## src/rtl/pipe_hazard_ctrl.sv

```systemverilog
// Purpose : central stall/flush controller for the 5-stage MIPS pipeline (load-use, redirect, dmem wait).
// Latency : enables/flushes/dmem_req are combinational from state and inputs; state and counters update on negedge CLK.
// Backpressure: dmem_ready low freezes every pipe register until the access completes or the timeout halts the pipe.
//
// Ports:
//   CLK, RSTn                     pipeline clock (negedge active), async active-low reset
//   id_rs/id_rt/id_use_rs/_rt     source registers of the instruction sitting in IF/ID
//   idex_memread, idex_wreg       load-in-EX detection for the load-use check
//   exmem_memread/_memwrite       data memory access in MEM
//   exmem_pcsrc, exmem_jtopc      branch/jump redirect resolved at EX/MEM
//   dmem_ready / dmem_req         data memory handshake
//   *_en, *_flush                 per-register enable and bubble-insert controls
//   halted                        sticky memory-timeout flag (cleared only by reset)
//   stall_cnt, flush_cnt          saturating statistics
module pipe_hazard_ctrl #(
  parameter int unsigned TIMEOUT_CYC = 64,
  parameter int unsigned CNT_W       = 16
) (
  input  logic             CLK,
  input  logic             RSTn,
  input  logic [4:0]       id_rs,
  input  logic [4:0]       id_rt,
  input  logic             id_use_rs,
  input  logic             id_use_rt,
  input  logic             idex_memread,
  input  logic [4:0]       idex_wreg,
  input  logic             exmem_memread,
  input  logic             exmem_memwrite,
  input  logic             exmem_pcsrc,
  input  logic             exmem_jtopc,
  input  logic             dmem_ready,
  output logic             dmem_req,
  output logic             pc_en,
  output logic             ifid_en,
  output logic             idex_en,
  output logic             exmem_en,
  output logic             memwb_en,
  output logic             ifid_flush,
  output logic             idex_flush,
  output logic             exmem_flush,
  output logic             halted,
  output logic [CNT_W-1:0] stall_cnt,
  output logic [CNT_W-1:0] flush_cnt
);

  // Wait counter is wide enough to reach TIMEOUT_CYC; with the timeout
  // disabled it simply saturates.
  localparam int unsigned    WCW       = $clog2(TIMEOUT_CYC + 2);
  localparam logic [WCW-1:0] TIMEOUT_W = WCW'(TIMEOUT_CYC);
  localparam bit             TO_EN     = (TIMEOUT_CYC != 0);

  typedef enum logic [1:0] {
    ST_RUN      = 2'd0,
    ST_MEM_WAIT = 2'd1,
    ST_HALT     = 2'd2
  } state_e;

  state_e           state_q, state_d;
  logic [WCW-1:0]   wait_cnt_q, wait_cnt_d;
  logic             halted_q, halted_d;
  logic [CNT_W-1:0] stall_cnt_q, stall_cnt_d;
  logic [CNT_W-1:0] flush_cnt_q, flush_cnt_d;

  logic mem_acc;
  logic redirect;
  logic lu;

  // Ungated control decisions; reset forcing is applied at the outputs.
  logic pc_en_c, ifid_en_c, idex_en_c, exmem_en_c, memwb_en_c;
  logic ifid_flush_c, idex_flush_c, exmem_flush_c;
  logic dmem_req_c;
  logic mem_stall;   // memory freeze this cycle
  logic issue;       // pipe is moving: redirect/load-use are evaluated

  assign mem_acc  = exmem_memread | exmem_memwrite;
  assign redirect = exmem_pcsrc | exmem_jtopc;

  // r0 never carries a real dependency, so a load to r0 never stalls.
  assign lu = idex_memread && (idex_wreg != 5'd0) &&
              ((id_use_rs && (id_rs == idex_wreg)) ||
               (id_use_rt && (id_rt == idex_wreg)));

  always_comb begin
    state_d       = state_q;
    wait_cnt_d    = wait_cnt_q;
    halted_d      = halted_q;
    stall_cnt_d   = stall_cnt_q;
    flush_cnt_d   = flush_cnt_q;
    pc_en_c       = 1'b1;
    ifid_en_c     = 1'b1;
    idex_en_c     = 1'b1;
    exmem_en_c    = 1'b1;
    memwb_en_c    = 1'b1;
    ifid_flush_c  = 1'b0;
    idex_flush_c  = 1'b0;
    exmem_flush_c = 1'b0;
    dmem_req_c    = 1'b0;
    mem_stall     = 1'b0;
    issue         = 1'b0;

    case (state_q)
      ST_RUN: begin
        dmem_req_c = mem_acc;
        if (mem_acc && !dmem_ready) begin
          // Any redirect in EX/MEM stays there (frozen) and is applied on release.
          mem_stall  = 1'b1;
          state_d    = ST_MEM_WAIT;
          wait_cnt_d = WCW'(1);
        end else begin
          issue = 1'b1;
        end
      end

      ST_MEM_WAIT: begin
        dmem_req_c = 1'b1;
        if (dmem_ready) begin
          // Release cycle behaves as a zero-wait access in RUN.
          issue      = 1'b1;
          state_d    = ST_RUN;
          wait_cnt_d = '0;
        end else begin
          mem_stall = 1'b1;
          if (wait_cnt_q != {WCW{1'b1}}) begin
            wait_cnt_d = wait_cnt_q + 1'b1;
          end
          if (TO_EN && (wait_cnt_q == TIMEOUT_W)) begin
            state_d  = ST_HALT;
            halted_d = 1'b1;
          end
        end
      end

      ST_HALT: begin
        pc_en_c    = 1'b0;
        ifid_en_c  = 1'b0;
        idex_en_c  = 1'b0;
        exmem_en_c = 1'b0;
        memwb_en_c = 1'b0;
      end

      default: begin
        state_d = ST_RUN;
      end
    endcase

    if (mem_stall) begin
      pc_en_c    = 1'b0;
      ifid_en_c  = 1'b0;
      idex_en_c  = 1'b0;
      exmem_en_c = 1'b0;
      memwb_en_c = 1'b0;
    end else if (issue && redirect) begin
      // The wrong-path instructions in IF/ID, ID/EX and EX/MEM are squashed;
      // the ID instruction is discarded so its load-use stall is moot.
      ifid_flush_c  = 1'b1;
      idex_flush_c  = 1'b1;
      exmem_flush_c = 1'b1;
    end else if (issue && lu) begin
      // Hold PC and IF/ID one cycle, push a bubble into EX.
      pc_en_c      = 1'b0;
      ifid_en_c    = 1'b0;
      idex_flush_c = 1'b1;
    end

    if ((state_q != ST_HALT) && !pc_en_c && (stall_cnt_q != {CNT_W{1'b1}})) begin
      stall_cnt_d = stall_cnt_q + 1'b1;
    end
    if (ifid_flush_c && (flush_cnt_q != {CNT_W{1'b1}})) begin
      flush_cnt_d = flush_cnt_q + 1'b1;
    end
  end

  always_ff @(negedge CLK or negedge RSTn) begin
    if (!RSTn) begin
      state_q     <= ST_RUN;
      wait_cnt_q  <= '0;
      halted_q    <= 1'b0;
      stall_cnt_q <= '0;
      flush_cnt_q <= '0;
    end else begin
      state_q     <= state_d;
      wait_cnt_q  <= wait_cnt_d;
      halted_q    <= halted_d;
      stall_cnt_q <= stall_cnt_d;
      flush_cnt_q <= flush_cnt_d;
    end
  end

  // While reset is held the pipe registers must be free to load their reset
  // values, and any outstanding memory request is dropped immediately.
  assign pc_en       = pc_en_c    | ~RSTn;
  assign ifid_en     = ifid_en_c  | ~RSTn;
  assign idex_en     = idex_en_c  | ~RSTn;
  assign exmem_en    = exmem_en_c | ~RSTn;
  assign memwb_en    = memwb_en_c | ~RSTn;
  assign ifid_flush  = ifid_flush_c  & RSTn;
  assign idex_flush  = idex_flush_c  & RSTn;
  assign exmem_flush = exmem_flush_c & RSTn;
  assign dmem_req    = dmem_req_c    & RSTn;
  assign halted      = halted_q;
  assign stall_cnt   = stall_cnt_q;
  assign flush_cnt   = flush_cnt_q;

endmodule

```

## config.mk

```make
export PLATFORM = sky130hd
export DESIGN_NAME = pipe_hazard_ctrl
export DESIGN_NICKNAME = d
export VERILOG_FILES = /design/src/rtl/pipe_hazard_ctrl.sv
export SDC_FILE = /design/constraint.sdc
export NUM_CORES = 1
export LEC_CHECK = 0
export CAP_MARGIN = 0
export CORE_UTILIZATION = 47
export CTS_CLUSTER_SIZE = 20
export DETAILED_ROUTE_END_ITERATION = 10
export GPL_TIMING_DRIVEN = 0
export HOLD_SLACK_MARGIN = 0.08
export PLACE_DENSITY = 0.9
export SYNTH_ARGS = -nofsm -noshare
export SYNTH_HDL_FRONTEND = slang
export SYNTH_SLANG_ARGS = --single-unit
```

## constraint.sdc

```tcl
create_clock -name CLK -period 2.25 [get_ports CLK]
set_input_delay 0.225 -clock CLK [delete_from_list [all_inputs] [get_ports CLK]]
set_output_delay 0.225 -clock CLK [all_outputs]
set_load 0.02 [all_outputs]
```

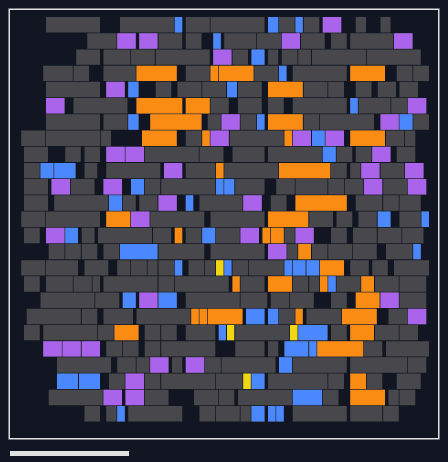
*Gate families picked out*
Bar = 20 um.
Blue is NAND gates, cells 50, most used nand2_1. Orange is NOR gates, cells 38, most used nor2_1. Yellow is inverters, cells 4, most used inv_1, where bottom middle. Purple is XOR/XNOR gates, cells 42, most used xor2_1, where widely spread.

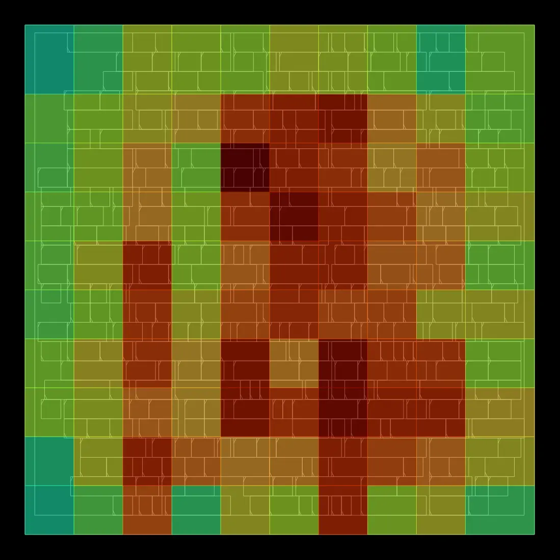
*Track usage over the die*
busiest grt layer: met2
routed wire length per instance: 20.2 um
met1 Usage GRT: 0.306
Global Route met2 Usage: 0.524

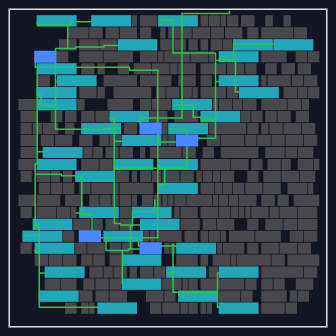
*Clock wires, drivers and flops*
Cyan is flip-flops, count 42. Green is clock wires, length 562 um. Blue is cells driving clock nets, count 5.
There are 6 routed clock nets.

==> out/metrics.cfg <==
[status]
status=finished, violations left
violations=negative setup slack

[setup_path]
cp-endpoint=pc_en
timing.rr.start=stall_cnt[0]$_DFFE_NN0P_
crit_fanout=4
path_class=reg -> out

[logic_synthesis]
yosys_area_sq_mm=0.00229
syn_inst=223
top_cell=dfrtn_1
syn_nets=252
yosys_warnings=0
synth-edff-count=0

[drt]
viasPerCell=5.70
vias=2358
drt-total-wl_um=8340
dr.first_iter.drc_count=224

[placement]
placement.io_buffers=66
place_ws_ps=-1330
place.gp.congestion=0.786

[clock_network]
cts_tree=done
cts_max_path_buffers=2
cts_root_buf=clkbuf_8
cts.clk_slew.worst_paths_ps=50
clock_sinks=42

[layout]
fin_cells=414

[die]
dieHeight_um=71.8
placementRows=25
io_pins=67

[sta]
finalWorstSetupSlack_ps=-771
hold_viol_final=0
relSlewSlack=0.635
setup_violations=54

[power_and_ir_drop]
p_total_mw=2.84
p_leak_nw=1.90
pwr_density_cell_mw_per_mm2=708

[min_path]
hp-class=reg -> reg

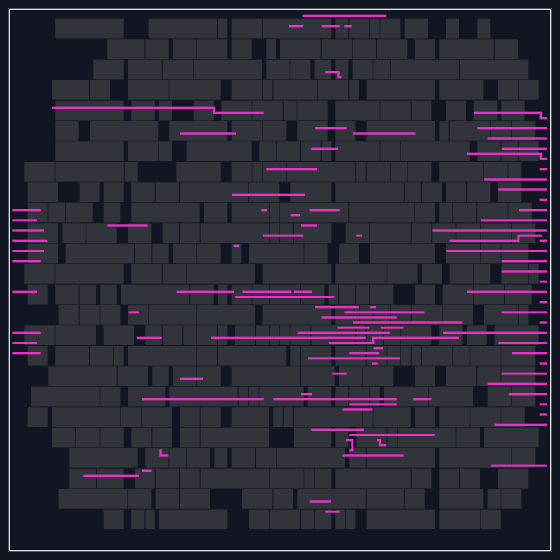
*Signal wires on met3*
Cells faint in the background.
The longest straight run is 21.4 um. 82 nets have wire on it. The layer carries 575 um of wire. The wires run mostly horizontal. The layer holds 6.9% of the routed length.

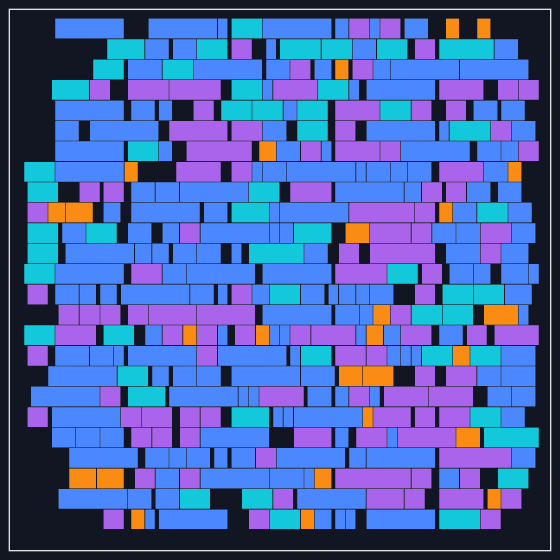
*Sizing map*
Purple is drive 3 to 4, cells 106. Blue is drive 1 or less, cells 177. Cyan is drive 6 and up, cells 51. Orange is drive 2, cells 26.

## report_power, final
part / switching (mW) / internal, mW
Clock: 0.272 / 0.248
Sequential: 0.145 / 0.905
Combinational: 0.616 / 0.659
## critical path, stage by stage (launching register included)
cell	delay, ps
dfrtn_1	370
nor3_4	230
o21ai_4	120
nor2_2	90
nand2_1	90
nor2_2	120
o21ai_2	80
buf_4	160
buf_6	120
## kinds of logic (layout without fill, tap and decap cells)
group / count (synthesis) / after routing / synth area share
mux: 4 / 4 / 0.0213
fa+ha+maj: 4 / 4 / 0.0218
xor+xnor: 42 / 42 / 0.160
compound gates: 16 / 16 / 0.0535
simple gates: 102 / 102 / 0.250
flops: 42 / 42 / 0.459
buf+inv: 13 / 150 / 0.0344
## worst min path at each step
stage,slack (ps),to,depth (start not counted),start
CTS,420,halted$_DFFE_NN0P_,1,halted$_DFFE_NN0P_
finish,440,halted$_DFFE_NN0P_,1,halted$_DFFE_NN0P_
floorplan,440,wait_cnt_q[6]$_DFFE_NN0P_,2,wait_cnt_q[6]$_DFFE_NN0P_
detailed placement,410,halted$_DFFE_NN0P_,1,halted$_DFFE_NN0P_
global route,450,halted$_DFFE_NN0P_,1,halted$_DFFE_NN0P_
global placement,410,flush_cnt[15]$_DFFE_NN0P_,1,flush_cnt[15]$_DFFE_NN0P_
## layer usage
metal	vias to the layer above	global-route usage	part of all wire
li1	1047	-	-
met1	1144	0.306	0.38
met2	136	0.524	0.52
met3	31	0.0563	0.069
met4	0	0.0980	0.037
met5	-	0	0
## sequential cells by signal, summed over array words and instances (netlist names)
| name | flops |
|---|---|
| flush_cnt | 16 |
| stall_cnt | 16 |
| wait_cnt_q | 7 |
| state_q | 2 |
| halted | 1 |
## timing repair
item / 4_1_cts / 5_1_grt
buffers inserted: 47 / 17
pin swaps: 53 / 14
setup endpoints to repair: 82 / 65
endpoints found under the hold margin: 0 / 0
gates resized: 322 / 41
gates cloned: 1 / 0
## metrics by stage
stage	hold slack [ps]	setup TNS [ps]	cell area [sq um]
2_1_floorplan	445	-17140	2360
6_report	439	-21320	4020
4_1_cts	424	-19930	3760
3_5_place_dp	415	-56770	3110
5_1_grt	455	-24470	4020
3_3_place_gp	411	-109320	3090
## cells in the final DEF (no fill, tap or decap), types with 3 or more instances in the layout
cell / instances
nand2_1: 19
nor2_4: 7
nand2_2: 3
nor3_4: 9
buf_4: 67
ha_1: 4
nand3_2: 3
buf_8: 3
buf_2: 10
o21ai_0: 3
dfrtn_1: 42
clkbuf_8: 6
nor4b_4: 3
nand4_1: 11
xor2_1: 22
and3_1: 6
dlymetal6s2s_1: 3
and4_1: 5
xnor2_1: 20
mux2_4: 4
buf_12: 3
clkdlybuf4s50_1: 3
inv_1: 3
nand3_1: 6
buf_6: 39
dlygate4sd2_1: 10
nor2_1: 11
## area by class of cell
| type | count | area (sq um) |
|---|---|---|
| Buffer | 8 | 56.3 |
| Clock buffer | 7 | 86.3 |
| Clock inverter | 1 | 5.00 |
| Fill cell | 226 | 676 |
| Inverter | 4 | 15.0 |
| Multi-Input combinational cell | 168 | 1540 |
| Sequential cell | 42 | 1050 |
| Tap cell | 54 | 67.6 |
| Timing Repair Buffer | 130 | 1200 |
